Run 1, the clock network:
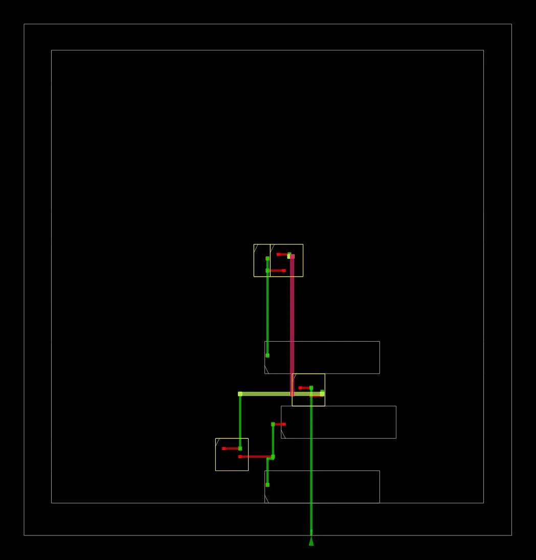
Run 1, cell sizes after repair:
Drawn at 6 px/um.
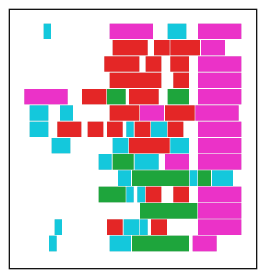
Run 1, metal 3:
Drawn at 8 px/um.
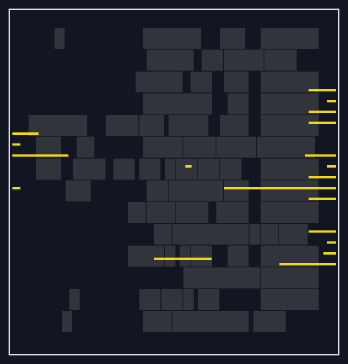
Run 1, signal metal coverage by tile:
Drawn at 8 px/um. The die is cut into 8 by 9 equal tiles; dark purple is low, yellow is high, scaled to the fullest tile. Values are wire area over tile area, all layers added.
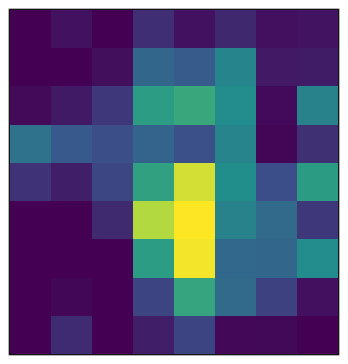
<file path="config.mk">
export PLATFORM = sky130hd
export DESIGN_NAME = cpu_controller_fsm
export DESIGN_NICKNAME = d
export VERILOG_FILES = /design/src/rtl/cpu_controller_fsm.sv
export SDC_FILE = /design/constraint.sdc
export NUM_CORES = 1
export LEC_CHECK = 0
export CAP_MARGIN = 25
export CORE_AREA = 2 2 39 41
export DETAILED_ROUTE_END_ITERATION = 8
export DIE_AREA = 0 0 41 43
export HOLD_SLACK_MARGIN = 0.05
export PLACE_DENSITY = 0.67
export SYNTH_ARGS = -nofsm -noshare
export SYNTH_HDL_FRONTEND = slang
export SYNTH_SLANG_ARGS = --single-unit
</file>
<file path="constraint.sdc">
create_clock -name clk -period 1 [get_ports clk]
set_input_delay 0.2 -clock clk [delete_from_list [all_inputs] [get_ports clk]]
set_output_delay 0.2 -clock clk [all_outputs]
set_load 0.05 [all_outputs]
</file>
<file path="src/rtl/cpu_controller_fsm.sv">
// Moore control FSM for the simple CPU: sequences decode, operand fetch, execute and
// register write-back, driving the decoder's nsel and all datapath strobes.
`timescale 1ns/1ps
module cpu_controller_fsm #(
  parameter bit ILLEGAL_HALT = 1'b0
) (
  input  logic       clk,
  input  logic       reset_n,
  input  logic       s,
  input  logic [2:0] opcode,
  input  logic [1:0] op,
  output logic       w,
  output logic [1:0] nsel,
  output logic [1:0] vsel,
  output logic       write,
  output logic       loada,
  output logic       loadb,
  output logic       loadc,
  output logic       loads,
  output logic       asel,
  output logic       bsel,
  output logic [3:0] state_dbg
);

  typedef enum logic [3:0] {
    StWait   = 4'd0,
    StDecode = 4'd1,
    StWrImm  = 4'd2,
    StGetA   = 4'd3,
    StGetB   = 4'd4,
    StExec   = 4'd5,
    StWrReg  = 4'd6,
    StHalt   = 4'd7
  } state_e;

  localparam logic [2:0] OpcMov = 3'b110;
  localparam logic [2:0] OpcAlu = 3'b101;
  localparam logic [1:0] OpCmp  = 2'b01;
  localparam logic [1:0] OpImm  = 2'b10;
  localparam logic [1:0] OpReg  = 2'b00;

  state_e r_state;
  state_e w_state_next;
  state_e w_bail;

  // Destination for unsupported encodings.
  assign w_bail = ILLEGAL_HALT ? StHalt : StWait;

  always_ff @(posedge clk or negedge reset_n) begin
    if (!reset_n) begin
      r_state <= StWait;
    end else begin
      r_state <= w_state_next;
    end
  end

  always_comb begin
    w_state_next = r_state;
    unique case (r_state)
      StWait:   if (s) w_state_next = StDecode;
      StDecode: begin
        if (opcode == OpcMov && op == OpImm)      w_state_next = StWrImm;
        else if (opcode == OpcMov && op == OpReg) w_state_next = StGetB;
        else if (opcode == OpcAlu)                w_state_next = StGetA;
        else                                      w_state_next = w_bail;
      end
      StWrImm:  w_state_next = StWait;
      StGetA:   w_state_next = StGetB;
      StGetB:   w_state_next = StExec;
      StExec: begin
        if (opcode == OpcMov)                   w_state_next = StWrReg;
        else if (opcode == OpcAlu && op == OpCmp) w_state_next = StWait;
        else if (opcode == OpcAlu)              w_state_next = StWrReg;
        else                                    w_state_next = w_bail;
      end
      StWrReg:  w_state_next = StWait;
      StHalt:   w_state_next = StHalt;
      default:  w_state_next = StWait;
    endcase
  end

  // Outputs depend on state only, except EXEC which re-reads the held opcode/op.
  always_comb begin
    w     = 1'b0;
    nsel  = 2'b00;
    vsel  = 2'b00;
    write = 1'b0;
    loada = 1'b0;
    loadb = 1'b0;
    loadc = 1'b0;
    loads = 1'b0;
    asel  = 1'b0;
    bsel  = 1'b0;
    unique case (r_state)
      StWait:  w = 1'b1;
      StWrImm: begin
        nsel  = 2'b00;
        vsel  = 2'b10;
        write = 1'b1;
      end
      StGetA: begin
        nsel  = 2'b00;
        loada = 1'b1;
      end
      StGetB: begin
        nsel  = 2'b10;
        loadb = 1'b1;
      end
      StExec: begin
        if (opcode == OpcMov) begin
          asel  = 1'b1;
          loadc = 1'b1;
        end else if (opcode == OpcAlu && op == OpCmp) begin
          loads = 1'b1;
        end else if (opcode == OpcAlu) begin
          loadc = 1'b1;
        end
      end
      StWrReg: begin
        nsel  = 2'b01;
        vsel  = 2'b00;
        write = 1'b1;
      end
      default: ;
    endcase
  end

  assign state_dbg = r_state;

endmodule

</file>
==> flow_summary.toml, run 1 <==
# yosys + openroad results
[drt]
wl_met1_um = 371
dr.pass1.iters = 2
wl_met3_um = 64

[final_layout]
logic_area_um2 = 288
n_all_inverters = 0
seq_area_um2 = 78.8
insertedDiodeCount = 0
largest_register_ff_count = 3
final_cell_mix = "buf_12 (13), buf_4 (8), dlygate4sd2_1 (5)"
layout_top_cell = "buf_12"
clk_share_pct = 3.12
final_cells = 85
clock_buffers = 4
final_nets = 78

[final_timing]
setup_ws_ps = -487
finalHoldViolCount = 0
setup_viol = 16
holdWs_ps = 150

[die]
die_w_um = 41
fp_util_pct = 23.6
ioPinCount = 24
rows = 14

[worst_setup_path]
start_kind = "flip-flop"
critPathSlowestCell = "dfrtp_2"
r2r-start = "state_dbg[0]$_DFFE_PN0P_"
worstSetupEndpointType = "primary output"
r2r-end = "state_dbg[2]$_DFFE_PN0P_"
cp.arrival_ps = 1290
cpLargestDelayFamily = "flip-flops"
crit_fanout = 5
path_buffers = 1

[yosys]
topCellsByArea = "dfrtp_1 (23%), buf_4 (9.2%), nand4b_4 (7.3%), nand2b_1 (5.7%), nor3_1 (4.6%)"
edf_count = 0
synth_cell_types = 21
yosysSeqAreaShare_pct = 23.0
top_cell = "buf_4"
ff_type = "dfrtp_1"

[clocking]
post_cts_buffers = 3

[power]
power_leader = "combinational cells"
sw_frac_of_total_pct = 47.0
power.internal_mw = 1.04

[placed_design]
placed_cell_area_um2 = 751

[grt]
grt_max_degree = 8
grt_util_met1_pct = 15.8
overflow = 0
grtUsageMet2_pct = 18.1

[status]
violations = "negative setup slack"
run_status = "finished, violations left"

[min_path]
hp-class = "in2async"
Notes on 'the clock network' above:
clock skew: 1.22 ps
CTS Buf Count: 3
Clock Power: 0.214 mW
Sink Count: 3
clk_lat worst skew: 230 ps

Notes on 'cell sizes after repair' above:
Key: x1 and smaller = cyan [cells 22, share 32%, most used dlygate4sd2_1]; x3 and x4 = red [cells 22, share 32%, most used buf_4]; x6 and larger = magenta [cells 17, share 25%, most used buf_12]; x2 = green [cells 8, share 12%, most used dfrtp_2]
design area: 842 um2
Plain + repair buffers: 32
Syn-to-layout area delta: 158%

Notes on 'metal 3' above:
18 nets have wire on it. The longest straight run is 13.7 um.
met3 Usage GRT: 2.62%
Vias: 386
drt total wl: 916 um

Notes on 'signal metal coverage by tile' above:
22% of the tiles are nearly empty. The emptiest ninth of the die: south-west. The mean over all tiles is 0.084. The fullest tile reaches 0.36.
per-cell routed wire length: 10.8 um
GRT Total Usage: 12.2%

--- run 2 (diff from run 1) ---
CTS_CLUSTER_DIAMETER = 60   (was unset)
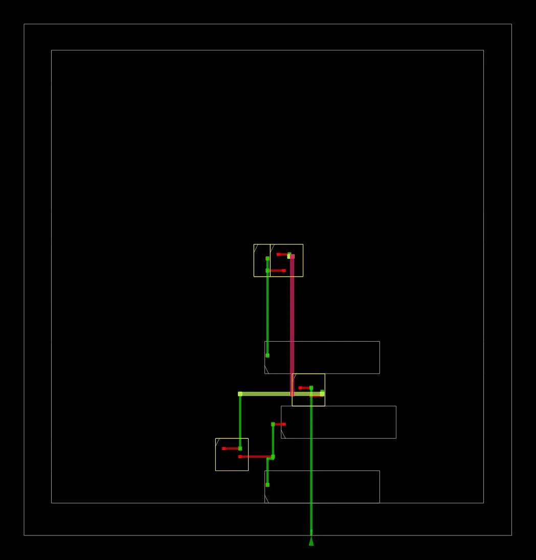
Run 2: the clock network
flop count: 3
CLK BUF: 4

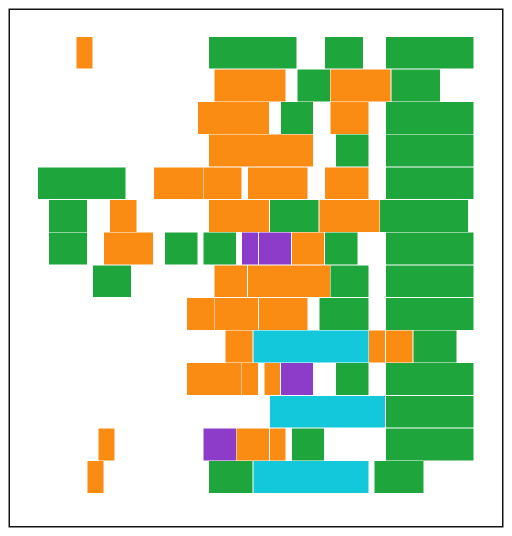
Run 2: placement by cell class
Drawn at 12 px/um.
Key: clock drivers and dummy loads = purple [cells 4]; sequential cells = cyan [cells 3]; remaining logic cells = orange [cells 30]; remaining buffers and delay cells = green [cells 32]
Final Util: 60.8%
FP Rows: 14

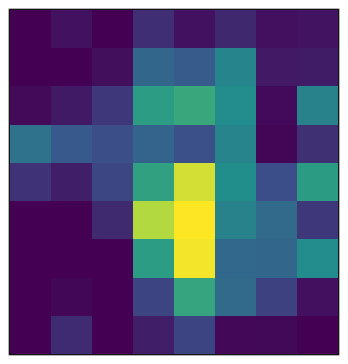
Run 2: signal metal coverage by tile
Drawn at 8 px/um. The die is cut into 8 by 9 equal tiles; dark purple is low, yellow is high, scaled to the fullest tile. Values are wire area over tile area, all layers added.

==> flow_summary.toml, run 2 <==
# yosys + openroad results
[final_layout]
n_all_inverters = 0
largest_register_ff_count = 3
seq_area_um2 = 78.8
clk_share_pct = 3.12
layout_top_cell = "buf_12"

[worst_setup_path]
path_buffers = 1
critPathSlowestCell = "dfrtp_2"
crit_fanout = 5
cpLargestDelayFamily = "flip-flops"
worstSetupEndpointType = "primary output"

[die]
ioPinCount = 24

[drt]
wl_met1_um = 371
num_vias = 386
dr.pass1.iters = 2

[grt]
grt_use_total_pct = 12.2
overflow = 0

[clocking]
post_cts_buffers = 3
clock_sinks = 3

[placed_design]
placed_cell_area_um2 = 751

[status]
run_status = "finished, violations left"
violations = "negative setup slack"

[final_timing]
setup_ws_ps = -487
setup_viol = 16

[yosys]
edf_count = 0
Power is estimated from default activity; no workload was simulated.
